run_1/m2.png
(8 px per um)
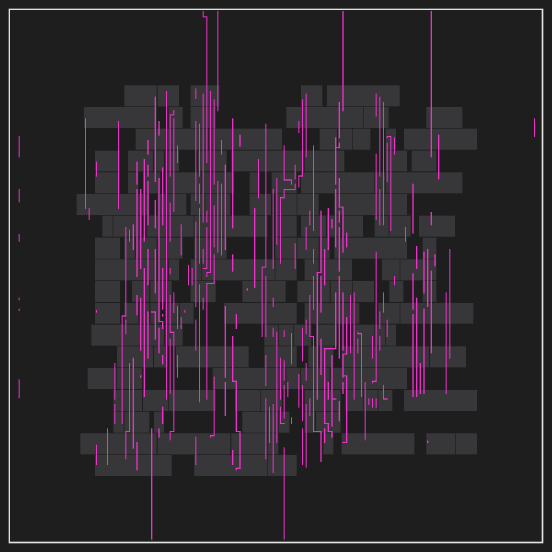
run_1/congestion_map.png
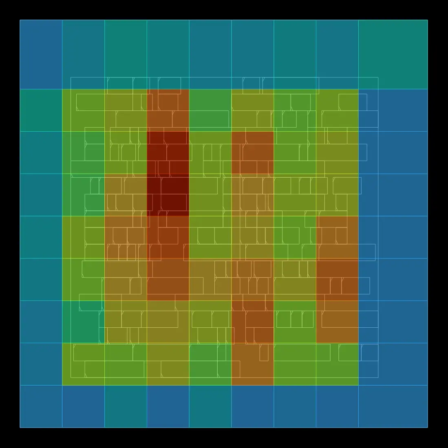
run_1/pinout.png
(8 px per um) Pins as bars across the die edge, other pins in grey.
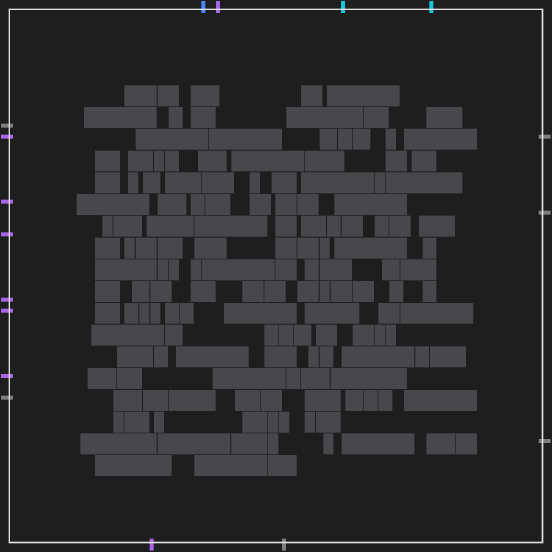
## src/rtl/lac_pkg.sv

```systemverilog
// Shared types and helpers for the logic-accessible-clock phase tracker family.
package lac_pkg;

  // Lock tracking states.
  typedef enum logic [1:0] {
    HUNT   = 2'd0,
    CHECK  = 2'd1,
    LOCKED = 2'd2
  } lac_state_e;

  // Common fast/slow ratios used by existing instances.
  localparam int MULT_4X = 4;
  localparam int MULT_5X = 5;

  // Width of a counter spanning 0..n-1, never narrower than one bit.
  function automatic int cnt_width(input int n);
    if (n <= 2) begin
      return 1;
    end else begin
      return $clog2(n);
    end
  endfunction

endpackage

```

## src/rtl/lac_edge_sync.sv

```systemverilog
// Samples a fabric clock as data and flags its rising edges.
// The rise flag is combinational off the last two flops so that the
// consumer acts on it at the very next fast-clock edge.
module lac_edge_sync #(
  parameter int SYNC_STAGES = 1
) (
  input  logic clock,
  input  logic reset_n,
  input  logic din,
  output logic rise
);

  logic [SYNC_STAGES-1:0] sync_r;
  logic                   s_s;
  logic                   s_d_r;

  // Sampling chain: din enters at stage 0 and shifts towards the top stage.
  always_ff @(posedge clock or negedge reset_n) begin
    if (!reset_n) begin
      sync_r <= {SYNC_STAGES{1'b0}};
    end else begin
      sync_r[0] <= din;
      for (int i = 1; i < SYNC_STAGES; i++) begin
        sync_r[i] <= sync_r[i-1];
      end
    end
  end

  assign s_s = sync_r[SYNC_STAGES-1];

  // One-cycle delayed copy of the sampled level for edge detection.
  always_ff @(posedge clock or negedge reset_n) begin
    if (!reset_n) begin
      s_d_r <= 1'b0;
    end else begin
      s_d_r <= s_s;
    end
  end

  assign rise = s_s & ~s_d_r;

endmodule

```

## src/rtl/lac_phase_tracker.sv

```systemverilog
// Tracks the fast-clock phase inside each 40 MHz period of clock_lac,
// declares lock after a run of correctly spaced edges, and emits a
// phase-aligned strobe plus loss-of-lock reporting.
module lac_phase_tracker
  import lac_pkg::*;
#(
  parameter  int MULT         = MULT_4X,
  parameter  int STROBE_PHASE = 0,
  parameter  int LOCK_COUNT   = 8,
  parameter  int SYNC_STAGES  = 1,
  parameter  int LOL_W        = 8,
  localparam int CW           = cnt_width(MULT)
) (
  input  logic             clock,
  input  logic             reset_n,
  input  logic             clock_lac,
  input  logic             lol_clear,
  output logic             strobe,
  output logic [CW-1:0]    phase,
  output logic             locked,
  output logic             lol_pulse,
  output logic [LOL_W-1:0] lol_count
);

  if (MULT < 2) begin : g_chk_mult
    $fatal(1, "lac_phase_tracker: MULT must be at least 2");
  end
  if (STROBE_PHASE >= MULT) begin : g_chk_phase
    $fatal(1, "lac_phase_tracker: STROBE_PHASE must be below MULT");
  end
  if (LOCK_COUNT < 1) begin : g_chk_lock
    $fatal(1, "lac_phase_tracker: LOCK_COUNT must be at least 1");
  end

  localparam logic [CW-1:0] PH_LAST   = CW'(MULT - 1);
  localparam logic [CW-1:0] STROBE_PH = CW'(STROBE_PHASE);
  localparam logic [7:0]    GOOD_LAST = 8'(LOCK_COUNT - 1);

  logic             rise_s;
  logic             good_s;
  logic             err_s;
  lac_state_e       state_r,    state_nxt_s;
  logic [7:0]       good_cnt_r, good_cnt_nxt_s;
  logic [CW-1:0]    ph_r,       ph_nxt_s;
  logic [LOL_W-1:0] lol_cnt_r,  lol_cnt_nxt_s;
  logic             lol_pulse_nxt_s;
  logic             locked_r;
  logic             strobe_r;
  logic             lol_pulse_r;

  lac_edge_sync #(
    .SYNC_STAGES (SYNC_STAGES)
  ) u_edge_sync (
    .clock   (clock),
    .reset_n (reset_n),
    .din     (clock_lac),
    .rise    (rise_s)
  );

  // Edge classification against the pre-update phase, then lock state transitions.
  always_comb begin
    state_nxt_s     = state_r;
    good_cnt_nxt_s  = good_cnt_r;
    lol_pulse_nxt_s = 1'b0;
    good_s = rise_s & (ph_r == PH_LAST);
    err_s  = (rise_s & (ph_r != PH_LAST)) | (~rise_s & (ph_r == PH_LAST));
    case (state_r)
      HUNT: begin
        if (rise_s) begin
          state_nxt_s    = CHECK;
          good_cnt_nxt_s = 8'd0;
        end else begin
          state_nxt_s = HUNT;
        end
      end
      CHECK: begin
        if (err_s) begin
          state_nxt_s = HUNT;
        end else if (good_s) begin
          if (good_cnt_r == GOOD_LAST) begin
            state_nxt_s = LOCKED;
          end else begin
            good_cnt_nxt_s = good_cnt_r + 8'd1;
          end
        end else begin
          state_nxt_s = CHECK;
        end
      end
      LOCKED: begin
        if (err_s) begin
          state_nxt_s     = HUNT;
          lol_pulse_nxt_s = 1'b1;
        end else begin
          state_nxt_s = LOCKED;
        end
      end
      default: begin
        state_nxt_s    = HUNT;
        good_cnt_nxt_s = 8'd0;
      end
    endcase
  end

  // Phase counter: restart on every detected edge, otherwise wrap at MULT-1.
  always_comb begin
    ph_nxt_s = ph_r;
    if (rise_s) begin
      ph_nxt_s = {CW{1'b0}};
    end else if (ph_r == PH_LAST) begin
      ph_nxt_s = {CW{1'b0}};
    end else begin
      ph_nxt_s = ph_r + CW'(1'b1);
    end
  end

  // Loss-of-lock counter: clear has priority over a simultaneous loss, count saturates.
  always_comb begin
    lol_cnt_nxt_s = lol_cnt_r;
    if (lol_clear) begin
      lol_cnt_nxt_s = {LOL_W{1'b0}};
    end else if (lol_pulse_nxt_s && (lol_cnt_r != {LOL_W{1'b1}})) begin
      lol_cnt_nxt_s = lol_cnt_r + LOL_W'(1'b1);
    end else begin
      lol_cnt_nxt_s = lol_cnt_r;
    end
  end

  // State, counters and outputs, all registered from next-state values.
  always_ff @(posedge clock or negedge reset_n) begin
    if (!reset_n) begin
      state_r     <= HUNT;
      good_cnt_r  <= 8'd0;
      ph_r        <= {CW{1'b0}};
      lol_cnt_r   <= {LOL_W{1'b0}};
      locked_r    <= 1'b0;
      strobe_r    <= 1'b0;
      lol_pulse_r <= 1'b0;
    end else begin
      state_r     <= state_nxt_s;
      good_cnt_r  <= good_cnt_nxt_s;
      ph_r        <= ph_nxt_s;
      lol_cnt_r   <= lol_cnt_nxt_s;
      locked_r    <= (state_nxt_s == LOCKED);
      strobe_r    <= (state_nxt_s == LOCKED) & (ph_nxt_s == STROBE_PH);
      lol_pulse_r <= lol_pulse_nxt_s;
    end
  end

  assign phase     = ph_r;
  assign locked    = locked_r;
  assign strobe    = strobe_r;
  assign lol_pulse = lol_pulse_r;
  assign lol_count = lol_cnt_r;

endmodule

```

## config.mk

```make
export PLATFORM = sky130hd
export DESIGN_NAME = lac_phase_tracker
export DESIGN_NICKNAME = d
export VERILOG_FILES = /design/src/rtl/lac_pkg.sv /design/src/rtl/lac_edge_sync.sv /design/src/rtl/lac_phase_tracker.sv
export SDC_FILE = /design/constraint.sdc
export NUM_CORES = 1
export LEC_CHECK = 0
export CORE_MARGIN = 8
export CORE_UTILIZATION = 47
export CTS_CLUSTER_DIAMETER = 50
export DETAILED_ROUTE_END_ITERATION = 12
export PLACE_DENSITY_LB_ADDON = 0.05
export SETUP_SLACK_MARGIN = 0.3
export SYNTH_ARGS = -nofsm -noshare
export SYNTH_HDL_FRONTEND = slang
export SYNTH_SLANG_ARGS = --single-unit
```

## constraint.sdc

```tcl
create_clock -name clock -period 2.2 [get_ports clock]
set_clock_uncertainty 0.2 [all_clocks]
set_input_delay 0.22 -clock clock [delete_from_list [all_inputs] [get_ports clock]]
set_output_delay 0.22 -clock clock [all_outputs]
set_load 0.05 [all_outputs]
```

==> ci_impl_report.md, run 1 <==
## Implementation flow summary

| Metric | Value |
|---|---|
| Cts repair resizes | 21 |
| Switching power | 0.325 mW |
| P_seq | 0.539 mW |
| Comb area | 684 um^2 |
| Critical path class | reg -> reg |
| Total grt overflow | 0 |
| Logic share of the area | 0.414 |
| Max clock buf depth | 2 |
| Count leader, synth | dfrtp_1 |
| Clk pwr share | 0.194 |
| Top cells by area | dfrtp_1 52%, ha_1 4.2%, nor3_1 4.2%, nor2_1 4.1%, nand3_1 2.9% |
| Worst VDD drop | around 500 uV |
| Core Util at FP | 0.488 |
| Synth top cells by count | 25 x dfrtp_1, 13 x nor2_1, 10 x nor3_1, 7 x nand2_1, 7 x nand3_1 |
| Synth cell types | 33 |
| DP Area | 0.00146 mm^2 |
| Power Dens Cells | 618 mW/mm^2 |
| Critical path origin | phase[0] |
| CTS Root Cell | clkbuf_4 |
| Storage cell area | around 630 um^2 |
| Area Growth Syn to Fin | 38.0% |
| CTS buffer count | 3 |
| Relative slew slack | 0.659 |
| Die height | 66.5 um |
| Grt met2 use | 0.220 |
| Synth async-reset ratio | 1.00 |
| Outcome | complete, no violations |
| Routed vias | slightly below 1000 |
| FILL cells | 194 |
| Tap Count | 30 |
| Synth Instances | 121 |
| DP Wirelength | 1760 um |
| Ant diodes | 0 |
| Count of non-CTS inverters in the layout | 5 |
| CP Max Fanout | 4 |
| Max Clk Rate | 495 MHz |
| Top cell by count, worst path | ha_4 |
| First-pass GRT wire length | 4450 um |
| # H-tree levels | 1 |
| Core ar. | 0.00245 mm^2 |
About m2.png:
share of all routed wire = 50%
longest straight run = 38.4 um
main direction = vertical

About congestion_map.png:
GRT Util Overall: 0.127
final core occ: 0.673
DR WL/cell: 14.4 um
met1 Usage GRT: 0.151

About pinout.png:
clock_lac -> blue  # pins 1, direction input, edge north
lol_count -> purple  # pins 8, direction output, edge 6 west, 1 south, 1 north
phase -> cyan  # pins 2, direction output, edge north

[run 1: kinds of logic (layout without fill, tap and decap cells)]
group,after synthesis,count (layout),share of synthesized area
compound gates,20,20,0.102
xor+xnor,5,5,0.0366
fa+ha+maj,4,4,0.0418
buf+inv,7,37,0.0230
flops,25,25,0.522
mux,2,2,0.0167
simple gates,58,58,0.257
[run 1: stage by stage]
step | power, mW | hold WS (ns) | cells
CTS | 1.03 | 0.0629 | 178
finish | 1.02 | 0.0511 | 181
floorplan | 0.724 | -0.276 | 121
detailed placement | 0.812 | 0.188 | 167
global route | 1.09 | 0.0709 | 181
global placement | 0.805 | 0.189 | 167
[run 1: layer usage]
metal  vias to the layer above  routed length, um
li1                        490                  -
met1                       476               1160
met2                        20               1310
met3                         4                 99
met4                         0                 46
met5                         -                  0
==> run 2: changes to the inputs <==
--- a/config.mk
+++ b/config.mk
@@ -5,12 +5,12 @@
 export SDC_FILE = /design/constraint.sdc
 export NUM_CORES = 1
 export LEC_CHECK = 0
-export CORE_MARGIN = 8
 export CORE_UTILIZATION = 47
 export CTS_CLUSTER_DIAMETER = 50
 export DETAILED_ROUTE_END_ITERATION = 12
 export PLACE_DENSITY_LB_ADDON = 0.05
 export SETUP_SLACK_MARGIN = 0.3
+export SLEW_MARGIN = 20
 export SYNTH_ARGS = -nofsm -noshare
 export SYNTH_HDL_FRONTEND = slang
 export SYNTH_SLANG_ARGS = --single-unit
==> run 2 against run 1 <==
Largest power group unchanged. Hold slack lost 0.015 ns. Highest routed layer unchanged. Core utilization grew 1.5 points. Combinational power grew 9.2%.
==> ci_impl_report.md, run 2 <==
## Implementation flow summary

| Metric | Value |
|---|---|
| Max clock buf depth | 2 (unchanged) |
| Count leader, synth | dfrtp_1 |
| Die height | 52.5 um (-21%) |
| Tap Count | 28 (-6.7%) |
| Routed vias | 974 (-1.6%) |
| Main logic family | simple AND/OR/NAND/NOR gates |
| Synth top cells by count | 25 x dfrtp_1, 13 x nor2_1, 10 x nor3_1, 7 x nand2_1, 7 x nand3_1 |
| Grt met2 use | 0.329 (+0.110) |
| GRT Util Overall | 0.214 (+0.0873) |
| Final core occ | 0.688 (+0.0146) |
| Clk pwr share | 0.198 (+0.004) |
| Count of non-CTS inverters in the layout | 5 (unchanged) |
| Post-Place Cells | 165 (-1.2%) |
| Highest metal used | met4 |
| Relative slew slack | 0.637 (-0.0213) |
| Met1 WL | 1160 um (about the same) |
| Synth mux share | 0.0167 (unchanged) |
| Yosys simple share | 0.257 (unchanged) |
| Top cells by area | dfrtp_1 52%, ha_1 4.2%, nor3_1 4.2%, nor2_1 4.1%, nand3_1 2.9% |
| Outcome | complete, no violations |
| Max Clk Rate | 492 MHz (-0.56%) |
| Core ar. | 0.00230 mm^2 (-6.4%) |
| First-pass GRT wire length | 4170 um (-6.4%) |
| Area fraction in xor and xnor cells | 0.0366 (unchanged) |
| Ant diodes | 0 (unchanged) |
| Switching power | 0.348 mW (+7.2%) |
| Logic share of the area | 0.404 (-0.0103) |
| Critical path class | reg -> reg |
| Met1 Usage GRT | 0.287 (+0.135) |
| Finished Layout Cells | 178 (-1.7%) |
| FILL cells | 193 (-0.52%) |
| Synth Instances | 121 (unchanged) |
| DP Area | 0.00145 mm^2 (-0.17%) |
| Area Growth Syn to Fin | 32.0% |
| Comb area | 638 um^2 (-6.8%) |
| DP Wirelength | 1670 um (-5.0%) |
| CTS buffer count | 3 (unchanged) |
| Total Power | 1.06 mW (+3.4%) |
| Adder share | 0.0418 (unchanged) |
| DR WL/cell | 13.5 um (-6.8%) |
| CTS Root Cell | clkbuf_4 |
| CP Max Fanout | 4 (unchanged) |
| Core Util at FP | 0.521 (+0.0335) |
run 2: cell types whose count changed in the layout (fill, tap and decap cells not counted), sizes merged:
cell          before  now
buf               12   11
dlymetal6s2s       3    1
clkbuf             4    3
dlygate4sd2       10   12
clkinv             0    1
run 2: worst paths after layout:
check	from	endpoint	slack [ns]	cells after the start
min in group clock	clock_lac	u_edge_sync.s_s	0.13	1
min	reset_n	good_cnt_r[2]	0.04	2
max in group asynchronous	reset_n	lol_count[1]	1.50	2
min reg2reg	good_cnt_r[0]	good_cnt_r[0]	0.34	1
max	phase[0]	good_cnt_r[3]	0.17	7
max reg2reg	phase[0]	good_cnt_r[3]	0.17	7
run 2: repair_timing:
item,4_1_cts,5_1_grt
pin swaps,1,1
hold buffers,0,0
buffers inserted,8,1
setup endpoints to repair,28,19
gates resized,21,5
run_2/m2.png
(10 px per um)
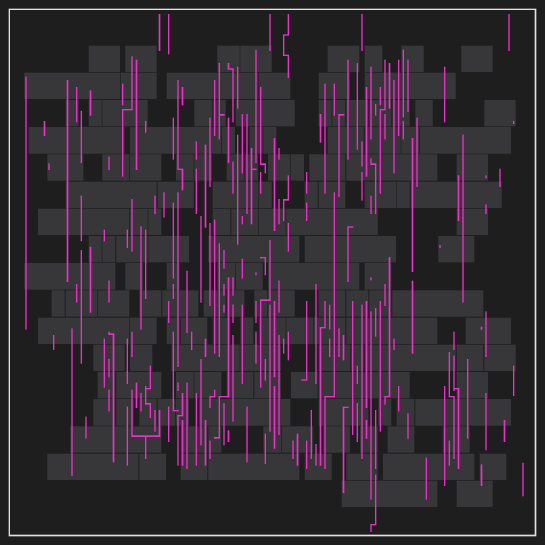
main direction = vertical
longest straight run = 25.2 um
nets with wire on the layer = 134

run_2/m3.png
(10 px per um)
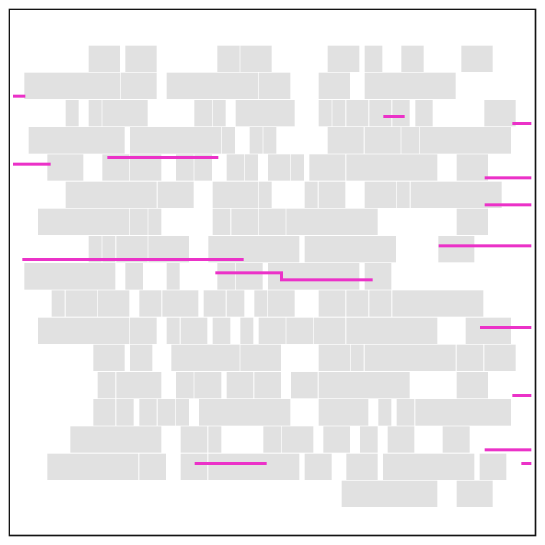
share of all routed wire = 3.9%
longest straight run = 21.8 um
wire length on this layer = 92.7 um
main direction = horizontal

No activity file was given, so power comes from the tool's default toggle rates.
